Run 1, sequential cells grouped by signal name:
Drawn at 6 px/µm. Other sequential cells in the stronger gray, the rest of the logic in the fainter gray.
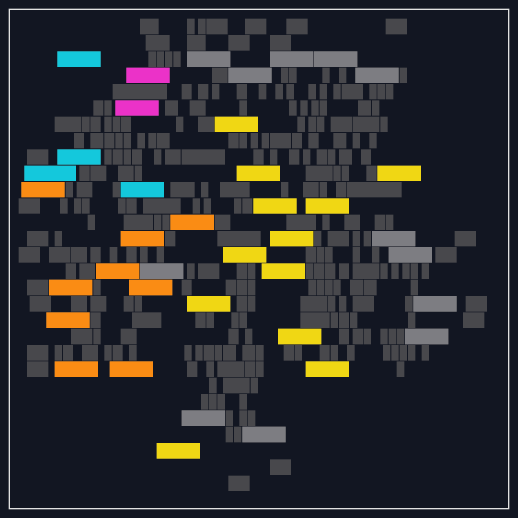
Run 1, M2 wires:
Drawn at 3 px/µm. Cells faint in the background.
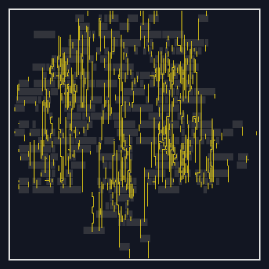
Run 1, routing congestion:
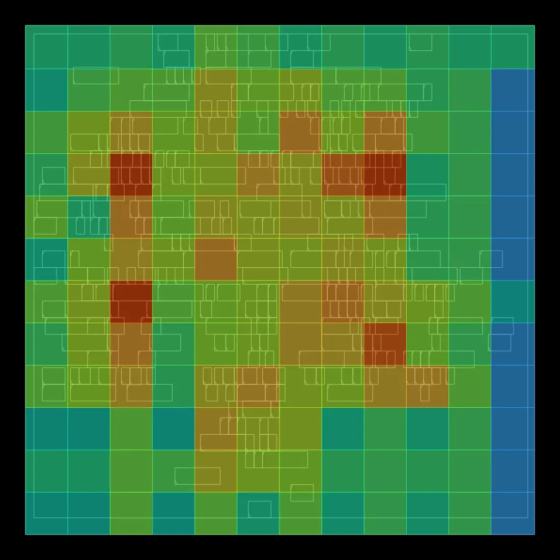
$ cat src/rtl/sum_bin2bcd.sv
// sum_bin2bcd: sequential binary-to-BCD converter (shift-and-add-3 / double dabble).
// Converts the unsigned adder sum to DIGITS packed BCD digits, one input bit per clock.
//
// Ports:
//   clk        in   clock, rising edge
//   rst        in   synchronous active-high reset
//   bin        in   W-bit binary value, sampled on acceptance (in_valid & in_ready)
//   in_valid   in   bin is valid
//   in_ready   out  converter idle and able to accept
//   bcd        out  packed BCD result, [3:0] units, [7:4] tens, [11:8] hundreds
//   out_valid  out  bcd holds a complete result
//   out_ready  in   consumer accepts the result
module sum_bin2bcd #(
   parameter int unsigned W      = 9,
   parameter int unsigned DIGITS = 3
) (
   input  logic                  clk,
   input  logic                  rst,
   input  logic [W-1:0]          bin,
   input  logic                  in_valid,
   output logic                  in_ready,
   output logic [4*DIGITS-1:0]   bcd,
   output logic                  out_valid,
   input  logic                  out_ready
);

   localparam int unsigned CntW = (W > 1) ? $clog2(W) : 1;
   localparam logic [CntW-1:0] LastCnt = CntW'(W - 1);

   typedef enum logic [1:0] {StIdle, StShift, StDone} state_e;

   state_e               r_state;
   state_e               w_state_next;
   logic [W-1:0]         r_sr;
   logic [W-1:0]         w_sr_next;
   logic [4*DIGITS-1:0]  r_work;
   logic [4*DIGITS-1:0]  w_work_next;
   logic [4*DIGITS-1:0]  w_adj;
   logic [4*DIGITS-1:0]  w_work_shifted;
   logic [CntW-1:0]      r_cnt;
   logic [CntW-1:0]      w_cnt_next;
   logic [4*DIGITS-1:0]  r_bcd;
   logic [4*DIGITS-1:0]  w_bcd_next;

   // State register and datapath registers
   always_ff @(posedge clk) begin
      if (rst) begin
         r_state <= StIdle;
         r_sr    <= '0;
         r_work  <= '0;
         r_cnt   <= '0;
         r_bcd   <= '0;
      end else begin
         r_state <= w_state_next;
         r_sr    <= w_sr_next;
         r_work  <= w_work_next;
         r_cnt   <= w_cnt_next;
         r_bcd   <= w_bcd_next;
      end
   end

   // Next-state logic
   always_comb begin
      w_state_next = r_state;
      unique case (r_state)
         StIdle:  if (in_valid) w_state_next = StShift;
         StShift: if (r_cnt == LastCnt) w_state_next = StDone;
         StDone:  if (out_ready) w_state_next = StIdle;
         default: w_state_next = StIdle;
      endcase
   end

   // Output logic
   always_comb begin
      in_ready  = 1'b0;
      out_valid = 1'b0;
      unique case (r_state)
         StIdle:  in_ready  = 1'b1;
         StDone:  out_valid = 1'b1;
         default: ;
      endcase
   end

   assign bcd = r_bcd;

   // Add-3 correction, every digit judged on the pre-iteration value
   always_comb begin
      w_adj = r_work;
      for (int d = 0; d < DIGITS; d++) begin
         if (r_work[4*d +: 4] >= 4'd5) begin
            w_adj[4*d +: 4] = r_work[4*d +: 4] + 4'd3;
         end
      end
   end

   // Shift {digits, binary} left; binary MSB enters the units LSB
   assign w_work_shifted = {w_adj[4*DIGITS-2:0], r_sr[W-1]};

   // Datapath next-state
   always_comb begin
      w_sr_next   = r_sr;
      w_work_next = r_work;
      w_cnt_next  = r_cnt;
      w_bcd_next  = r_bcd;
      unique case (r_state)
         StIdle: begin
            if (in_valid) begin
               w_sr_next   = bin;
               w_work_next = '0;
               w_cnt_next  = '0;
            end
         end
         StShift: begin
            w_work_next = w_work_shifted;
            w_sr_next   = {r_sr[W-2:0], 1'b0};
            w_cnt_next  = r_cnt + CntW'(1);
            // Result register is only written on the final iteration
            if (r_cnt == LastCnt) w_bcd_next = w_work_shifted;
         end
         default: ;
      endcase
   end

endmodule

$ cat config.mk
export PLATFORM = sky130hd
export DESIGN_NAME = sum_bin2bcd
export DESIGN_NICKNAME = d
export VERILOG_FILES = /design/src/rtl/sum_bin2bcd.sv
export SDC_FILE = /design/constraint.sdc
export NUM_CORES = 1
export LEC_CHECK = 0
export ABC_AREA = 1
export CAP_MARGIN = 0
export CORE_MARGIN = 1
export CORE_UTILIZATION = 29
export DETAILED_ROUTE_END_ITERATION = 6
export SLEW_MARGIN = 20
export SYNTH_ARGS = -nofsm -noshare
export SYNTH_HDL_FRONTEND = slang
export SYNTH_SLANG_ARGS = --single-unit
$ cat constraint.sdc
create_clock -name clk -period 1.44 [get_ports clk]
set_input_delay 0.144 -clock clk [delete_from_list [all_inputs] [get_ports clk]]
set_output_delay 0.144 -clock clk [all_outputs]
set_load 0.02 [all_outputs]
==> CHANGELOG.md, run 1 <==
### Metrics

* Outcome: complete, no violations
* Pwr Density at 814 nW/µm²
* CTS tree: built
* Register area share after synthesis at 41.1%
* Total grt overflow at 0
* Tool warnings at 30
* Layout cell share with drive strength beyond 1 at 10.7%
* Peak VDD IR at 0.000469 V
* Startpoint type of the worst setup path: register
* TritonCTS Buffers at 5
* Worst endpoint required time at 1300 ps
* Post-Synthesis Cells at 273
* Largest net degree at the start of global routing at 21
* Antenna violations before repair at 0
* Worst Tran Pin Value at 256 ps
* I/O Buffers at 26
* Yosys warns at 0
* Most frequent cells in the layout: nand2_1 (91), dfxtp_1 (38), a21oi_1 (29), inv_1 (28), clkdlybuf4s50_1 (24)
* DR iter-0 viols at 73
* First-pass GRT wire length at 6.78 mm
* CP max FO at 3
* Clk buf depth at 2
* FF-to-FF Start: r_cnt[0]$_SDFFE_PP0P_
* Synthesized area per cell at 6.97 µm²
* Routed length on met3 at 174 µm
* Proportion of power drawn by the clock network at 33.7%
* Fillers at 675
* Yosys reg bits at 39
* Vias in the first global route at 1,596
* Root Driver: clkbuf_8
* Skew final at 3.79 ps
* Number of I/O pins at 27
* Htree depth at 2
* Sw Pwr at 468 µW
* Final setup fails at 0
* Syn_nets at 294
* Post-synthesis instance area at 1900 µm²
* Non-filler instance count after layout at 384
* GP Congestion at 0.863
* Wl on met1 at 1.94 mm
* ANT nets after route at 0
* Multi-input gate area at 961 µm²
* Total number of vias at 1,784
* Post-layout min period at 1370 ps
* Die area at 6890 µm²
* MaxCap Viol Count at 0
* Metal2 WL at 1.88 mm
* Cell Type Count at 20
* Fin. Hold Viols at 0
* FMAX at 728 MHz
* Area growth syn-to-layout at 28.0%
* Setup CP Type: register to output port
* Die X at 83.0 µm
* Min-Delay Path Class: primary input to register
* Pre-antenna DRT Iters at 5
* Post-CTS setup buffer count at 0
* Final period utilization at 95.3%
* Top Metal Used: met4
* CORE AREA at 6350 µm²
* Yosys stat cell total at 273
* Clock Sinks at 39
* Net count, final at 329
* Leak Pwr at 1.00 nW
* Area post-placement at 2290 µm²
* Routed WL at 4.00 mm
* Post-Layout Inst Area at 2430 µm²
* Pre-Place Util at 30.0%
Notes on 'sequential cells grouped by signal name' above:
Key: yellow = r_work [placed flops 12, where center]; orange = r_sr [placed flops 9, where west]; magenta = r_state [placed flops 2]; cyan = r_cnt [placed flops 4]
Another 12 sequential cells are not colored.
Storage cell area: 785 µm²
flop share of the area: 32.2%
sequential cell power: 1.12 mW
Final Util: 38.3%

Notes on 'M2 wires' above:
The layer carries 1,880 µm of wire. The layer holds 47% of the routed length. 250 nets have wire on it. The longest straight run is 22.1 µm.

Notes on 'routing congestion' above:
met2 usage: 20.1%
Avg WL per Cell: 10.4 µm

## run 1: metal layers
layer  vias up  global-route usage (%)
met2        32                    20.1
met3         4                    3.58
met4         0                    3.61
met5         -                       0
li1        935                       -
met1       813                    14.1
## run 1: sequential cells by signal, indices dropped and copies added (netlist names)
register	flops
r_sr	9
r_state	2
bcd	12
r_work	12
r_cnt	4
## run 1: layout make-up
type                            count  area share [%]
Timing Repair Buffer               38            16.0
Tap cell                           77            3.96
Inverter                           34            5.34
Clock buffer                        6            2.98
Sequential cell                    39            32.2
Multi-Input combinational cell    190            39.5
## run 1: cells in the mapped netlist
library cell	count	area (µm²)
buf_6	4	45.0
ha_1	8	100
nor2_2	1	6.26
nand4_1	6	37.5
dfxtp_1	39	781
nand3_1	18	90.1
a22oi_1	6	45.0
clkbuf_1	4	15.0
o21ai_0	5	25.0
nor2_4	1	11.3
a21oi_1	29	145
nand2_1	92	345
buf_4	2	15.0
mux2i_1	2	20.0
nand2_2	2	12.5
nor3_1	1	5.00
nor2_1	18	67.6
o211ai_1	1	7.51
inv_2	3	11.3
inv_1	31	116
## run 1: path summary, 6_finish.rpt
check	to	slack [ps]	depth (start not counted)
max	out_valid	70	3
min	r_sr[0]$_SDFFE_PP0P_	420	3
max reg2reg	bcd[11]$_SDFFE_PP0P_	130	7
min reg2reg	bcd[3]$_SDFFE_PP0P_	460	2
## run 1: cells by family (layout without fill, tap and decap cells)
| family | count (synthesis) | after routing | share of synthesized area, % |
|---|---|---|---|
| adder cells (fa/ha/maj) | 8 | 8 | 5.26 |
| AND/OR/NAND/NOR | 139 | 139 | 30.3 |
| buffers and inverters | 44 | 78 | 10.7 |
| AND-OR/OR-AND | 41 | 41 | 11.7 |
| flip-flops | 39 | 39 | 41.1 |
| multiplexers | 2 | 2 | 1.05 |
## run 1: power by group through the flow
stage          sequential (mW)  clock (mW)  combinational, mW
6_report                  1.12       0.667              0.197
5_1_grt                   1.12       0.752              0.219
4_1_cts                   1.12       0.706              0.188
3_5_place_dp              1.14           0              0.189
3_3_place_gp              1.14           0              0.188
2_1_floorplan             1.14           0              0.117
## run 1: what timing repair did
| item | CTS | global route |
|---|---|---|
| pin swaps | 0 | 2 |
| gates resized | 2 | 14 |
| endpoints found under the setup margin | 2 | 15 |
| hold buffers | 0 | 0 |
| gates cloned | 0 | 1 |
## run 1: through the flow
stage | TNS, ps | power, mW | worst slack [ps] | util [%] | hold WS, ps
2_1_floorplan | 0 | 1.25 | 176 | - | 292
5_1_grt | -6.83 | 2.09 | -6.83 | 38.3 | 431
6_report | 0 | 1.98 | 67.2 | 38.3 | 423
3_5_place_dp | 0 | 1.33 | 79.3 | 36.1 | 455
3_3_place_gp | 0 | 1.33 | 115 | 36.1 | 451
4_1_cts | 0 | 2.01 | 49.4 | 37.2 | 414
## run 1: worst max-delay path: stages (launching register included)
cell and delay [ps]:
dfxtp_1 410, inv_2 70, nor2_1 120, dlygate4sd2_1 350
==> run 2: changes to the inputs <==
--- a/config.mk
+++ b/config.mk
@@ -10,6 +10,7 @@
 export CORE_MARGIN = 1
 export CORE_UTILIZATION = 29
 export DETAILED_ROUTE_END_ITERATION = 6
+export REMOVE_ABC_BUFFERS = 1
 export SLEW_MARGIN = 20
 export SYNTH_ARGS = -nofsm -noshare
 export SYNTH_HDL_FRONTEND = slang
Run 2, routing congestion:
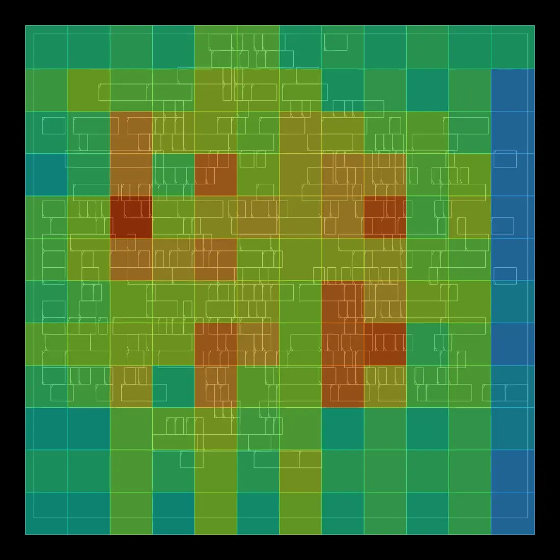
Final Util: 37.7%
met2 usage: 19.1%

Run 2, a small window of the routed layout:
Region (21, 38) to (61, 78) µm. Cells in gray, sequential cells in the stronger gray; small squares are vias.
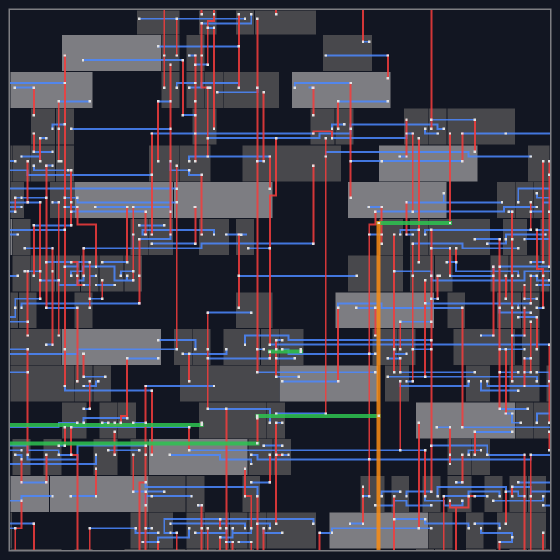
Key: orange = M4; green = M3; blue = M1; red = M2
Sequential cells in the window: 14. Netlist names of flops here include r_work (6), bcd (3), r_cnt (2). 125 logic cells have their middle in the window. Most frequent: nand2_1 (40), a21oi_1 (14), dfxtp_1 (14).

==> run 2 against run 1 <==
Compared with the run above: global-route usage up 0.092 points; cell area down 1.7%; clock skew decreased by 1.3 ps; synthesized area is the same; clock power is 7.0% higher; combinational power barely moved; highest routed layer unchanged; largest cell class unchanged; largest power group unchanged.
==> CHANGELOG.md, run 2 <==
### Metrics

* Register area share after synthesis at 41.1%
* Final setup fails at 0
* Kind of cell adding the most delay to the critical path: buffers and inverters
* Yosys warns at 0
* Synth area leaders: dfxtp_1 (41%), nand2_1 (18%), a21oi_1 (7.6%)
* Total grt overflow at 0
* Hold Path End: r_sr[0]$_SDFFE_PP0P_
* Outcome: complete, no violations
* Startpoint type of the worst setup path: register
* Root Driver: clkbuf_8
* Vias in the first global route at 1,572
* FMAX at 729 MHz
* Main flop type: dfxtp_1
* Largest net degree at the start of global routing at 27
* Fin. Hold Viols at 0
* Setup CP Type: register to output port
* Post-synth EDFFs at 0
* CP max-delay cell: clkdlybuf4s50_1
* Pwr Density at 846 nW/µm²
* Post-Synthesis Cells at 273
* Cell type with the largest total area: dfxtp_1
* Most frequent cells after synthesis: nand2_1 (92), dfxtp_1 (39), inv_1 (31), a21oi_1 (29)
* Area growth syn-to-layout at 25.9%
* Avg WL per Cell at 9.96 µm
* Pre-antenna DRT Iters at 4
* Worst path cell trace: clkdlybuf4s50_1
* I/O Buffers at 26
* Htree depth at 2
* CP max FO at 2
* Most frequent cells in the layout: nand2_1 (92), dfxtp_1 (38), inv_1 (31), a21oi_1 (29), clkdlybuf4s50_1 (23)
* Crit Reg-Reg Endpoint: bcd[10]$_SDFFE_PP0P_
* R2R cell count at 10
* Post-synthesis instance area at 1900 µm²
* TritonCTS Buffers at 5
* Post-layout min period at 1370 ps
* Yosys reg bits at 39
* Fillers at 665
* Yosys stat cell total at 273
* CORE AREA at 6350 µm²
* Worst hold slack at 409 ps
* Number of I/O pins at 27
* FF-to-FF Start: r_work[8]$_SDFFE_PP0P_
* Net count, final at 326
* Sw Pwr at 491 µW
* Die X at 83.0 µm
==> run 2: cell counts after synthesis <==
Identical to the previous run, type by type.
==> run 2: how the worst max path moves through the flow <==
stage / startpoint / end / slack (ps) / cells after the start
final: bcd[7]$_SDFFE_PP0P_ / bcd[7] / 70 / 1
after global routing: bcd[7]$_SDFFE_PP0P_ / bcd[7] / 6 / 1
after CTS: bcd[0]$_SDFFE_PP0P_ / bcd[0] / 10 / 1
after detailed placement: r_state[1]$_SDFFE_PP0P_ / out_valid / 100 / 3
after global placement: r_state[1]$_SDFFE_PP0P_ / out_valid / 130 / 3
after floorplan: r_cnt[0]$_SDFFE_PP0P_ / bcd[11]$_SDFFE_PP0P_ / -40 / 7
==> run 2: cell type report <==
| cell class | count | area, µm² | area share (%) |
|---|---|---|---|
| Multi-Input combinational cell | 190 | 928 | 38.8 |
| Sequential cell | 39 | 782 | 32.7 |
| Timing Repair Buffer | 35 | 378 | 15.8 |
| Inverter | 34 | 128 | 5.33 |
| Tap cell | 77 | 96.3 | 4.03 |
| Clock buffer | 7 | 76.3 | 3.19 |
| Clock inverter | 1 | 5.00 | 0.209 |
==> run 2: through the flow <==
stage          instances  setup slack (ps)  power, mW  instance area [µm²]
2_1_floorplan        263             -43.6       1.22                 1830
3_3_place_gp         375               129       1.34                 2300
3_5_place_dp         375              99.7       1.34                 2300
4_1_cts              383              12.4       2.07                 2380
5_1_grt              383              5.94       2.13                 2390
6_report             383              67.4       2.03                 2390
==> run 2: kinds of logic (layout without fill, tap and decap cells) <==
| kind of cell | Yosys count | count (layout) | share of synthesized area [%] |
|---|---|---|---|
| flops | 39 | 39 | 41.1 |
| simple gates | 139 | 139 | 30.3 |
| fa+ha+maj | 8 | 8 | 5.26 |
| compound gates | 41 | 41 | 11.7 |
| buf+inv | 44 | 77 | 10.7 |
| mux | 2 | 2 | 1.05 |
==> run 2: power groups by stage <==
stage          combinational (mW)  clock, mW  sequential, mW
3_5_place_dp                0.200          0            1.14
6_report                    0.196      0.714            1.12
2_1_floorplan              0.0845          0            1.14
4_1_cts                     0.199      0.753            1.12
5_1_grt                     0.217      0.792            1.12
3_3_place_gp                0.199          0            1.14
==> run 2: metal layers <==
layer	up-vias	GRT usage, %	wire (µm)
met5	-	0	0
met4	0	5.64	62
met3	5	3.08	119
met2	24	19.1	1700
met1	731	14.7	1930
li1	937	-	-
==> run 2: repair_timing <==
item / in CTS / in global routing
gates resized: 2 / 7
buffers inserted: 0 / 0
pin swaps: 0 / 0
setup endpoints to repair: 2 / 9
==> run 3: changes to the inputs <==
--- a/config.mk
+++ b/config.mk
@@ -7,11 +7,9 @@
 export LEC_CHECK = 0
 export ABC_AREA = 1
 export CAP_MARGIN = 0
-export CORE_MARGIN = 1
 export CORE_UTILIZATION = 29
 export DETAILED_ROUTE_END_ITERATION = 6
 export REMOVE_ABC_BUFFERS = 1
-export SLEW_MARGIN = 20
 export SYNTH_ARGS = -nofsm -noshare
 export SYNTH_HDL_FRONTEND = slang
 export SYNTH_SLANG_ARGS = --single-unit
==> constraint.sdc (replaced) <==
create_clock -name clk -period 1.44 [get_ports clk]
set_input_delay 0.144 -clock clk [delete_from_list [all_inputs] [get_ports clk]]
set_output_delay 0.144 -clock clk [all_outputs]
set_load 0.005 [all_outputs]
Run 3, a small window of the routed layout:
Region (21, 38) to (61, 78) µm. Cells in gray, sequential cells in the stronger gray; small squares are vias.
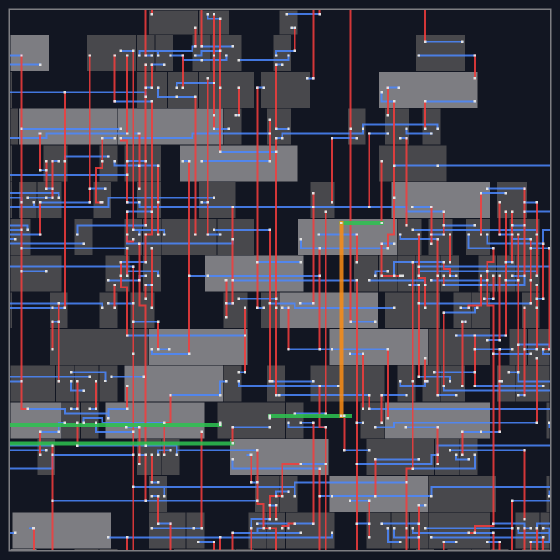
Key: green = M3; red = M2; orange = M4; blue = M1
119 logic cells have their middle in the window. Netlist names of flops here include r_work (8), bcd (3), r_cnt (2). Most frequent: nand2_1 (34), a21oi_1 (14), dfxtp_1 (14). Sequential cells in the window: 17.

Run 3, M2 wires:
Drawn at 3 px/µm. Cells faint in the background.
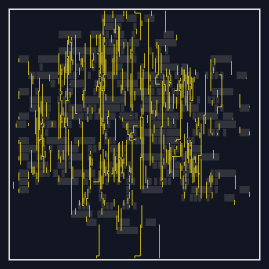
The layer carries 1,830 µm of wire. 251 nets have wire on it. The longest straight run is 30.3 µm. The wires run mostly vertical.
met2 usage: 19.9%
Routed WL: 3.87 mm

==> run 3 against run 2 <==
Compared with the run above: wire length increased by 1.3%; sequential share of layout area shrank 0.18 points; largest power group unchanged; power up 4.0%; core utilization up 0.51 points; maximum frequency grew 6.0%; clock-buffer cell count grew 1; hold slack better by 8.9 ps; register-to-register slack gained 20 ps; combinational power is 4% lower; clock power up 12%; synthesized cell count stayed put; global-route usage shrank 0.14 points; critical endpoint is now bcd[6]$_SDFFE_PP0P_.
==> CHANGELOG.md, run 3 <==
### Metrics

* Area growth syn-to-layout at 27.6%
* Yosys reg bits at 39
* Root Driver: clkbuf_8
* CP max-delay cell: dfxtp_1
* Final period utilization at 89.9%
* ANT nets after route at 0
* Pre-antenna DRT Iters at 4
* Area post-placement at 2280 µm²
* Setup CP Type: register to register
* Worst path max stage delay at 340 ps
* Synth area leaders: dfxtp_1 (41%), nand2_1 (18%), a21oi_1 (7.6%)
* Number of I/O pins at 27
* Clk buf depth at 2
* Most frequent cells after synthesis: nand2_1 (92), dfxtp_1 (39), inv_1 (31), a21oi_1 (29)
* Yosys xor share at 0%
* Vias in the first global route at 1,571
* Worst Tran Pin Value at 260 ps
* Most common cell in the netlist: nand2_1
* Placed Cells incl. Taps at 376
* Cell type with the largest total area: dfxtp_1
* Worst endpoint required time at 1630 ps
* Outcome: complete, no violations
* Area share, top type at 41.1%
* Layout cell share with drive strength beyond 1 at 11.4%
* AO/OA Area Share at 11.7%
* Cell Type Count at 20
* Tool warnings at 29
* Die area at 6890 µm²
* Largest net degree at the start of global routing at 22
* Skew final at 3.26 ps
* Peak VDD IR at 0.000450 V
* Synthesized area per cell at 6.97 µm²
* Main flop type: dfxtp_1
* Total number of vias at 1,756
* Post-layout min period at 1290 ps
-- run 3: cell counts after synthesis --
No cell type changed its count.
-- run 3: area by class of cell --
| cell class | count | area share [%] |
|---|---|---|
| Multi-Input combinational cell | 190 | 38.8 |
| Timing Repair Buffer | 36 | 15.4 |
| Sequential cell | 39 | 32.5 |
| Tap cell | 77 | 3.97 |
| Inverter | 34 | 5.26 |
| Clock buffer | 8 | 4.13 |
-- run 3: what timing repair did --
action	4_1_cts	5_1_grt
setup endpoints to repair	2	13
resized	5	13
buffers inserted	0	0
pin swaps	1	1
cloned	0	0
-- run 3: per-stage QoR --
| stage | total power, mW | setup WS, ps | utilization, % | hold slack [ps] | TNS, ps |
|---|---|---|---|---|---|
| 5_1_grt | 2.22 | -16.6 | 38.2 | 436 | -29.0 |
| 4_1_cts | 2.14 | 10.8 | 37.7 | 413 | 0 |
| 2_1_floorplan | 1.22 | -43.6 | - | 213 | -169 |
| 3_3_place_gp | 1.33 | 146 | 36.0 | 451 | 0 |
| 3_5_place_dp | 1.33 | 106 | 36.0 | 454 | 0 |
| 6_report | 2.11 | 146 | 38.2 | 417 | 0 |
-- run 3: kinds of logic (layout without fill, tap and decap cells) --
group / Yosys count / after routing
and+or+nand+nor: 139 / 139
buffers and inverters: 44 / 78
AOI/OAI and AO/OA: 41 / 41
DFF: 39 / 39
adders and majority gates: 8 / 8
muxes: 2 / 2
-- run 3: layer usage --
layer | vias to the layer above | global-route usage [%] | wire [µm]
met3 | 7 | 3.18 | 115
li1 | 937 | - | -
met1 | 789 | 13.8 | 1860
met4 | 0 | 5.17 | 52
met2 | 23 | 19.9 | 1830
met5 | - | 0 | 0
-- run 3: critical path, delay by kind of cell, from the launching register on --
kind,cells,cell delay (ps)
and+or+nand+nor,6,490
adders and majority gates,1,180
DFF,1,340
buffers and inverters,3,190
-- run 3: power breakdown --
group,internal [mW],switching (mW)
clock,0.437,0.364
sequential,1.10,0.0163
combinational,0.0883,0.101
total,1.63,0.481
-- run 3: final timing paths --
check | slack [ps] | startpoint | to | cells after the start
worst min register to register | 460 | r_cnt[0]$_SDFFE_PP0P_ | r_cnt[0]$_SDFFE_PP0P_ | 1
worst max-delay path | 150 | r_work[5]$_SDFFE_PP0P_ | bcd[6]$_SDFFE_PP0P_ | 10
worst max register to register | 150 | r_work[5]$_SDFFE_PP0P_ | bcd[6]$_SDFFE_PP0P_ | 10
worst min-delay path | 420 | bin[0] | r_sr[0]$_SDFFE_PP0P_ | 3
Power and IR drop assume default switching activity.
